## config.mk

```make
export PLATFORM = sky130hd
export DESIGN_NAME = alu_seq
export DESIGN_NICKNAME = d
export VERILOG_FILES = /design/src/rtl/alu_seq.sv
export SDC_FILE = /design/constraint.sdc
export NUM_CORES = 1
export LEC_CHECK = 0
export ABC_AREA = 0
export CAP_MARGIN = 20
export CORE_AREA = 2 2 120 122
export CTS_CLUSTER_DIAMETER = 100
export DETAILED_ROUTE_END_ITERATION = 6
export DIE_AREA = 0 0 122 124
export GPL_TIMING_DRIVEN = 0
export SYNTH_ARGS = -nofsm -noshare
export SYNTH_HDL_FRONTEND = slang
export SYNTH_SLANG_ARGS = --single-unit
```

## constraint.sdc

```tcl
create_clock -name clk -period 2.49 [get_ports clk]
set_clock_uncertainty 0.2 [all_clocks]
set_input_delay 0.747 -clock clk [delete_from_list [all_inputs] [get_ports clk]]
set_output_delay 0.747 -clock clk [all_outputs]
set_load 0.01 [all_outputs]
```

## src/rtl/alu_seq.sv

```systemverilog
// Registered ALU with valid/ready handshake on both sides.
// Non-multiply ops complete in one cycle; multiply is a WIDTH-iteration
// shift-add sequence followed by one cycle to register the result.
module alu_seq #(
  parameter int WIDTH      = 8,
  parameter bit MUL_ENABLE = 1'b1
) (
  input  logic             clk,
  input  logic             reset,
  input  logic             in_valid,
  output logic             in_ready,
  input  logic [WIDTH-1:0] in1,
  input  logic [WIDTH-1:0] in2,
  input  logic [2:0]       mode,
  output logic             out_valid,
  input  logic             out_ready,
  output logic [WIDTH-1:0] out,
  output logic             flag_zero,
  output logic             flag_carry
);

  localparam int CW = $clog2(WIDTH + 1);

  typedef enum logic [1:0] {
    IDLE = 2'd0,
    MUL  = 2'd1,
    DONE = 2'd2
  } state_t;

  state_t state, state_next;

  logic             accept;
  logic             is_mul;
  logic [WIDTH-1:0] alu_out;
  logic             alu_zero;
  logic             alu_carry;
  logic [WIDTH:0]   wide;
  logic [WIDTH:0]   shr_full;
  logic [WIDTH-1:0] sh;

  logic [2*WIDTH-1:0] mcand;
  logic [2*WIDTH-1:0] acc;
  logic [WIDTH-1:0]   mplier;
  logic [CW-1:0]      count;

  assign out_valid = (state == DONE);

  // Handshake and next-state logic
  always_comb begin
    in_ready   = (state == IDLE) || ((state == DONE) && out_ready);
    accept     = in_valid && in_ready;
    is_mul     = MUL_ENABLE && (mode == 3'b110);
    state_next = state;
    case (state)
      IDLE: if (accept) state_next = is_mul ? MUL : DONE;
      MUL:  if (count == CW'(WIDTH)) state_next = DONE;
      DONE: begin
        if (accept)         state_next = is_mul ? MUL : DONE;
        else if (out_ready) state_next = IDLE;
      end
      default: state_next = IDLE;
    endcase
  end

  // Single-cycle result and flags for every mode except the sequential multiply.
  // Shift-right pads a zero below in1 so the bit shifted out last lands in bit 0.
  always_comb begin
    alu_out   = '0;
    alu_carry = 1'b0;
    wide      = '0;
    sh        = WIDTH'(in2 % WIDTH);
    shr_full  = {in1, 1'b0} >> sh;
    case (mode)
      3'b000: begin
        wide      = {1'b0, in1} + {1'b0, in2};
        alu_out   = wide[WIDTH-1:0];
        alu_carry = wide[WIDTH];
      end
      3'b001, 3'b010: begin
        wide      = {1'b0, in1} - {1'b0, in2};
        alu_out   = wide[WIDTH-1:0];
        alu_carry = wide[WIDTH];
      end
      3'b011: alu_out = in1 & in2;
      3'b100: alu_out = in1 | in2;
      3'b101: alu_out = in1 ^ in2;
      3'b110: alu_out = '0;
      3'b111: begin
        alu_out   = shr_full[WIDTH:1];
        alu_carry = shr_full[0];
      end
      default: alu_out = '0;
    endcase
    alu_zero = (mode == 3'b010) ? (in1 == in2) : (alu_out == '0);
  end

  // State, result/flag registers and multiply datapath
  always_ff @(posedge clk or posedge reset) begin
    if (reset) begin
      state      <= IDLE;
      out        <= '0;
      flag_zero  <= 1'b0;
      flag_carry <= 1'b0;
      mcand      <= '0;
      acc        <= '0;
      mplier     <= '0;
      count      <= '0;
    end else begin
      state <= state_next;
      if (accept) begin
        if (is_mul) begin
          mcand  <= (2*WIDTH)'(in1);
          mplier <= in2;
          acc    <= '0;
          count  <= '0;
        end else begin
          out        <= alu_out;
          flag_zero  <= alu_zero;
          flag_carry <= alu_carry;
        end
      end
      if (state == MUL) begin
        if (count == CW'(WIDTH)) begin
          out        <= acc[WIDTH-1:0];
          flag_carry <= |acc[2*WIDTH-1:WIDTH];
          flag_zero  <= (acc[WIDTH-1:0] == '0);
        end else begin
          if (mplier[0]) acc <= acc + mcand;
          mcand  <= mcand << 1;
          mplier <= mplier >> 1;
          count  <= count + CW'(1);
        end
      end
    end
  end

endmodule

```

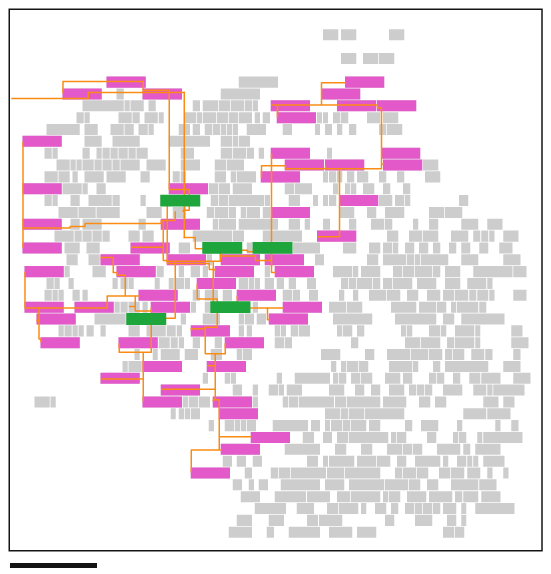
*Clock distribution*
Scale bar: 20 µm.
[clock wires] orange | length: 682 µm
[flip-flops] magenta | count: 56
[clock drivers] green | count: 5
routed clock nets: 6
Late-Pin Clk Latency: 290 ps
Clock power frac: 0.141
clock-net power: 0.702 mW

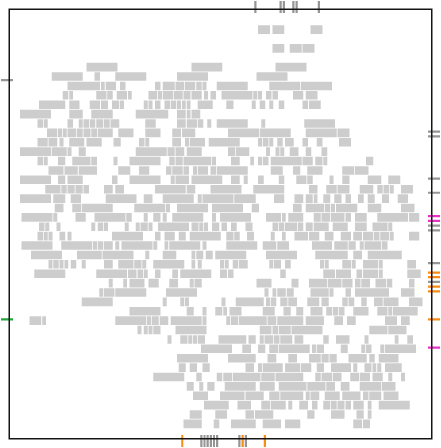
*Pin placement*
Pins as bars across the die edge, other pins in grey.
[`in1`] orange | pins: 8 | direction: input | edge: 5 right, 3 bottom
[`reset`] green | pins: 1 | direction: input | edge: left
[`mode`] magenta | pins: 3 | direction: input | edge: right
Chip Height: 124 µm
number of I/O port buffers: 33
Die X-Extent: 122 µm

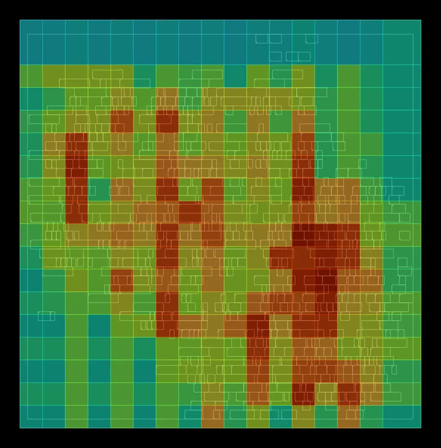
*Congestion heat map*
M2 GR Usage: 0.3310
post-DR wirelength/cell: 17.83 µm
All-Layer GR Usage: 0.1906

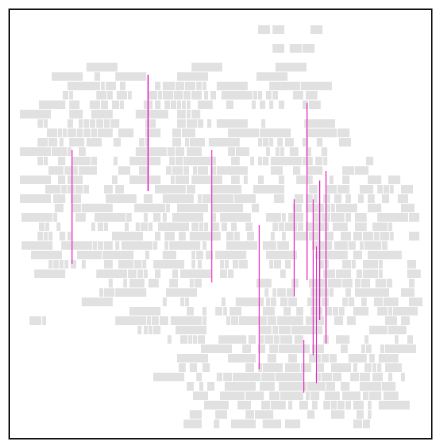
*The metal 4 layer*
Cells faint in the background.
wire length on this layer: 413 µm
main direction: vertical
nets with wire on the layer: 11
DR vias: 4481
wirelength, routed: 14.28 mm

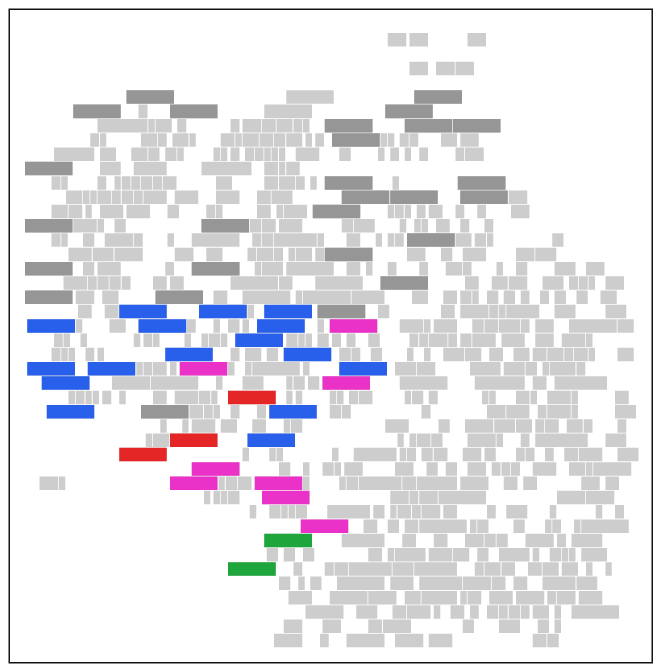
*Sequential cells coloured by netlist name*
Other sequential cells in the stronger grey, the rest of the logic in the fainter grey.
[`mcand`] blue | placed flops: 16
[`mplier`] magenta | placed flops: 8
[`state`] green | placed flops: 2
[`count`] red | placed flops: 3
not coloured: 27
Seq/total area: 0.2247
sequential group power: 1.61 mW
Sequential Area: 1401 µm²
final core utilization: 0.4546

## worst reg2reg max path, stage by stage (launching register included)
cell       delay [ps]
dfrtp_1           470
ha_4              250
a211oi_2          240
nor2_2             90
o311ai_4          330
a211oi_2          150
a2111oi_2         270
or4_1             190
a21oi_1            60
a41o_1            210
## logic make-up after synthesis
kind of cell / Yosys count / share of synthesized area
adder cells (fa/ha/maj): 44 / 0.1240
XOR/XNOR: 13 / 0.02464
multiplexers: 16 / 0.04847
AND-OR/OR-AND: 165 / 0.2383
flip-flops: 56 / 0.3033
AND/OR/NAND/NOR: 203 / 0.2099
buffers and inverters: 57 / 0.05145
==> results_dict.tcl <==
# flow metrics
set metrics [dict create \
    top_cells_by_count "nand2_1 (63), dfrtp_1 (56), nor2_1 (54)" \
    slowest_stage "a211o_4" \
    hold_depth 2 \
    relSlewSlack 0.5857 \
    failed_checks "setup timing" \
    setup_slack_ps -362.1 \
    grt_setup_unrepaired "true" \
    setup_violations 9 \
    status "finished with violations" \
    fp_util 0.3368 \
    grtUsageMet3 0.01832 \
    cp-end-kind "flop" \
    cp_max_fo 3 \
    clock_buffers 5 \
    antenna_cells 0 \
    area_growth_pct 34.99 \
    synthFlopType "dfrtp_1" \
    top_area_cell "dfrtp_1" \
    whs_ps 311.2 \
    final_cell_mix "nand2_1 (59), dfrtp_1 (56), nor2_1 (47)" \
    clock_path_buffers 2 \
    core-area_um2 13720 \
    wl_met1_mm 6.347 \
    r2r_start "acc[1]" \
    ctsHoldBuffers 0 \
    ys_seq_frac 0.3033 \
    dp_worst_setup_slack_ps -1614 \
]
Power is estimated from default activity; no workload was simulated.
